===== src/rtl/egd_bitstream_ctrl.sv =====
// Bitstream sequencer for the Exp-Golomb decode core: MSB-first bit buffer, decoder handshake, internal u(n) reads.
// Optional statistics counters are enabled with `define EGD_CTRL_STATS_EN.
module egd_bitstream_ctrl #(
  parameter  int BUF_W  = 64,
  parameter  int WORD_W = 32,
  localparam int LVL_W  = $clog2(BUF_W + 1)
) (
  input  logic              wb_clk_i,
  input  logic              wb_rst_i,
  input  logic [WORD_W-1:0] word_data,
  input  logic              word_valid,
  output logic              word_ready,
  input  logic              flush,
  input  logic              req_valid,
  output logic              req_ready,
  input  logic [1:0]        req_mode,
  input  logic [3:0]        req_nbits,
  output logic              res_valid,
  input  logic              res_ready,
  output logic [15:0]       res_value,
  output logic [4:0]        res_len,
  output logic              res_err,
  output logic [15:0]       egd_window,
  output logic [1:0]        egd_mode,
  input  logic [7:0]        egd_value,
  input  logic [3:0]        egd_len,
  output logic [LVL_W-1:0]  level
`ifdef EGD_CTRL_STATS_EN
  ,
  output logic [15:0]       stat_elems,
  output logic [7:0]        stat_errs,
  output logic [23:0]       stat_bits
`endif
);

  typedef enum logic [1:0] {S_IDLE, S_WAIT, S_EXEC, S_RESP} state_t;

  state_t              r_state, w_state_nxt;
  logic                r_live;
  logic [BUF_W-1:0]    r_buf;
  logic [LVL_W-1:0]    r_level;
  logic [1:0]          r_mode;
  logic [4:0]          r_nbits;
  logic [15:0]         r_res_value;
  logic [4:0]          r_res_len;
  logic                r_res_err;

  logic                w_word_acc, w_req_acc, w_exec, w_err;
  logic [15:0]         w_top, w_val;
  logic [4:0]          w_len, w_cons, w_need_req, w_need_lat;
  logic [LVL_W-1:0]    w_lvl_sub, w_lvl_nxt;
  logic [BUF_W-1:0]    w_buf_nxt, w_word_ins;

  assign w_word_acc = word_valid & word_ready;
  assign w_req_acc  = req_valid & req_ready;
  assign w_exec     = (r_state == S_EXEC) & ~flush;
  assign w_top      = r_buf[BUF_W-1 -: 16];

  assign w_need_req = (req_mode == 2'b11) ? ((req_nbits == 4'd0) ? 5'd16 : {1'b0, req_nbits}) : 5'd16;
  assign w_need_lat = (r_mode == 2'b11) ? r_nbits : 5'd16;

  // Result of the current element; mode 11 never looks at the decoder.
  always_comb begin
    w_len = 5'd0;
    w_val = 16'd0;
    w_err = 1'b0;
    if (r_mode == 2'b11) begin
      w_len = r_nbits;
      w_val = w_top >> (5'd16 - r_nbits);
    end else if (egd_len == 4'd0) begin
      w_err = 1'b1;
    end else begin
      w_len = {1'b0, egd_len};
      w_val = {8'd0, egd_value};
    end
  end

  // Consume first, then append any incoming word right behind the surviving bits.
  assign w_cons     = w_exec ? w_len : 5'd0;
  assign w_lvl_sub  = r_level - LVL_W'(w_cons);
  assign w_word_ins = {word_data, {(BUF_W-WORD_W){1'b0}}} >> w_lvl_sub;
  assign w_lvl_nxt  = flush ? '0 : (w_lvl_sub + (w_word_acc ? LVL_W'(WORD_W) : '0));
  assign w_buf_nxt  = flush ? '0 : ((r_buf << w_cons) | (w_word_acc ? w_word_ins : '0));

  always_ff @(posedge wb_clk_i) begin
    if (wb_rst_i) r_state <= S_IDLE;
    else          r_state <= w_state_nxt;
  end

  // Entry to EXEC is judged on next-cycle level so a word landing this cycle counts.
  always_comb begin
    w_state_nxt = r_state;
    case (r_state)
      S_IDLE: if (w_req_acc) w_state_nxt = (w_lvl_nxt >= LVL_W'(w_need_req)) ? S_EXEC : S_WAIT;
      S_WAIT: begin
        if (flush)                                   w_state_nxt = S_IDLE;
        else if (w_lvl_nxt >= LVL_W'(w_need_lat))    w_state_nxt = S_EXEC;
      end
      S_EXEC: w_state_nxt = flush ? S_IDLE : S_RESP;
      S_RESP: if (res_ready) w_state_nxt = S_IDLE;
      default: w_state_nxt = S_IDLE;
    endcase
  end

  always_comb begin
    req_ready  = r_live & (r_state == S_IDLE);
    res_valid  = (r_state == S_RESP);
    word_ready = r_live & (r_level <= LVL_W'(BUF_W - WORD_W)) & ~flush;
  end

  always_ff @(posedge wb_clk_i) begin
    if (wb_rst_i) begin
      r_live      <= 1'b0;
      r_buf       <= '0;
      r_level     <= '0;
      r_mode      <= 2'b00;
      r_nbits     <= 5'd0;
      r_res_value <= 16'd0;
      r_res_len   <= 5'd0;
      r_res_err   <= 1'b0;
    end else begin
      r_live  <= 1'b1;
      r_buf   <= w_buf_nxt;
      r_level <= w_lvl_nxt;
      if (w_req_acc) begin
        r_mode  <= req_mode;
        r_nbits <= w_need_req;
      end
      if (w_exec) begin
        r_res_value <= w_val;
        r_res_len   <= w_len;
        r_res_err   <= w_err;
      end
    end
  end

  assign egd_window = w_top;
  assign egd_mode   = r_mode;
  assign level      = r_level;
  assign res_value  = r_res_value;
  assign res_len    = r_res_len;
  assign res_err    = r_res_err;

`ifdef EGD_CTRL_STATS_EN
  logic [24:0] w_bits_sum;
  assign w_bits_sum = {1'b0, stat_bits} + 25'(w_len);

  always_ff @(posedge wb_clk_i) begin
    if (wb_rst_i || flush) begin
      stat_elems <= '0;
      stat_errs  <= '0;
      stat_bits  <= '0;
    end else if (w_exec) begin
      if (w_err) begin
        if (stat_errs != '1) stat_errs <= stat_errs + 8'd1;
      end else begin
        if (stat_elems != '1) stat_elems <= stat_elems + 16'd1;
      end
      stat_bits <= w_bits_sum[24] ? '1 : w_bits_sum[23:0];
    end
  end
`endif

endmodule


===== config.mk =====
export PLATFORM = sky130hd
export DESIGN_NAME = egd_bitstream_ctrl
export DESIGN_NICKNAME = d
export VERILOG_FILES = /design/src/rtl/egd_bitstream_ctrl.sv
export SDC_FILE = /design/constraint.sdc
export NUM_CORES = 1
export LEC_CHECK = 0
export ABC_AREA = 1
export CAP_MARGIN = 30
export CORE_ASPECT_RATIO = 2
export CORE_MARGIN = 10
export CORE_UTILIZATION = 54
export CTS_CLUSTER_DIAMETER = 200
export DETAILED_ROUTE_END_ITERATION = 12
export PLACE_DENSITY = 0.86
export SLEW_MARGIN = 20
export SYNTH_ARGS = -nofsm -noshare
export SYNTH_HDL_FRONTEND = slang
export SYNTH_SLANG_ARGS = --single-unit

===== constraint.sdc =====
create_clock -name wb_clk_i -period 3.6 [get_ports wb_clk_i]
set_input_delay 0.72 -clock wb_clk_i [delete_from_list [all_inputs] [get_ports wb_clk_i]]
set_output_delay 0.72 -clock wb_clk_i [all_outputs]
set_load 0.005 [all_outputs]

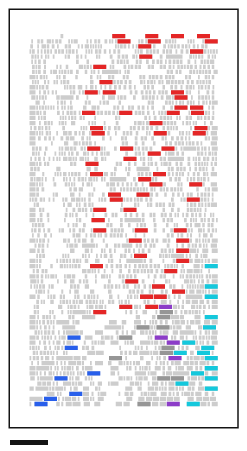
registers.png
The bar under the picture is 20 um long.
legend:
  cyan:
    signal: res_value
    sequential_cells: 16
    where: bottom right
  purple:
    signal: res_len
    sequential_cells: 5
    where: bottom right
  blue:
    signal: level
    sequential_cells: 7
    where: bottom left
  red:
    signal: r_buf
    sequential_cells: 64
not coloured: 11
register area: 2062 um^2
Seq. pwr: 0.00140 W

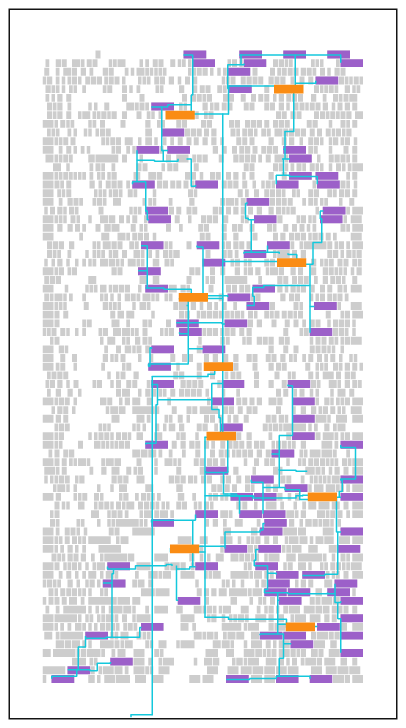
clock_map.png
legend:
  cyan:
    item: clock wires
    length: 1,530 um
  purple:
    item: flip-flops
    count: 103
  orange:
    item: cells driving clock nets
    count: 9
routed clock nets: 10

==> notes.md <==
run metrics: row count 73, Post-synth EDFFs 0, GRT Residual Overflow 0, antenna violations before repair 0, GRT Resource Usage Total 33.56%, simple-gate share of the synthesized area 59.53%, status finished, final reports clean, Power Dens Cells 580.8 nW/um^2, Synth mux share 0.8175%, CTS resizes 0, Crit path depth 19, combinational power share 67.4%, port bufs 105, Synth Flop Type dfxtp_1, Pleak 6.126 nW, P&R area growth vs syn 16.40%, Root Driver clkbuf_16, antenna diode count 0, Setup crit end r_buf[19], syn_nets 2,082, xor/xnor share 0.2384%, RR Endpoint r_buf[19], crit path kind in -> reg, Max transition margin 42.05%, final setup fails 0, Max IR drop VDD 0.0004694 V, hold path cells 2, Die H 222.0 um, Seq pwr share 18.8%, Post-CTS Setup Inserts 0, DRT antenna net count 0, master of the slowest instance on the critical path clkdlybuf4s50_1, AO/OA Area Share 6.824%, CP max stage delay 0.48 ns, Syn Inst Count 2,008, total CTS buffers 9, largest net degree at the start of global routing 76, tool warning count 26, clk sink count 103, vias per cell 6.231, Arr. time, crit path 3.67 ns, Yosys top cell by area nand3_1, cell family with most CP delay simple AND/OR/NAND/NOR gates, clk slew on worst S/H paths 0.08 ns, FP Util 55.09%, Net Sw Power 0.003884 W, most instantiated logic cell after routing nand3_1, worst endpoint required time 3.85 ns, Largest cells by area nand3_1 (34%), nand2_1 (20%), dfxtp_1 (19%), inv_1 (4.1%), nor2_1 (3.0%), most common logic cells in the final layout nand3_1 (752), nand2_1 (572), inv_1 (119), Cell Area, Synth 11,020 um^2, dpl ws -0.1757 ns, post-synthesis sequential area ratio 18.71%, maximum clock rate 292.1 MHz, Largest type area fraction 34.15%, Pre-antenna DRT Iters 9, Final Util 64.12%, Placement Cell Area 12,520 um^2, Ys Warns 0, post-route insts no fill 2,330, Period minus WS final 3.423 ns, die width 121.0 um, largest register by flop count r_buf, Top logic family simple AND/OR/NAND/NOR gates, DIE AREA 26,870 um^2, Cell variety after synth 40, vias in the first global route 13,654, most frequent cell after synthesis nand3_1, Max Cap Viol 0, # hold bufs at CTS 0, total power 0.007449 W, dpl cells 2,314, Crit. Startpoint egd_len[0], cycle use final 95.09%, Layout Skew 0.01392 ns, Hold EP res_value[8], HPWL after DPL 35,140 um, HP Class reg -> reg, fin worst setup slack 0.1766 ns, Critical Path Source Type input pin
==> routing by layer <==
metal  GRT usage (%)  share of wire [%]  up-vias  routed length (um)
li1                -                  -     6893                   -
met5               0                  0        -                   0
met4           23.67                8.0        0                3701
met3           4.004                6.4      219                2936
met2           59.80                 51      775               23620
met1           34.97                 34     6632               15920
==> final cells by class <==
| type | count | area (um^2) | area share [%] |
|---|---|---|---|
| sequential | 103 | 2062 | 16.08 |
| tap | 262 | 327.8 | 2.556 |
| clock inverter | 7 | 73.82 | 0.5756 |
| multi-input combinational | 1618 | 7697 | 60.01 |
| timing repair buffer | 202 | 1954 | 15.24 |
| clock buffer | 9 | 225.2 | 1.756 |
| inverter | 129 | 485.5 | 3.785 |
No activity file was given, so power comes from the tool's default toggle rates.
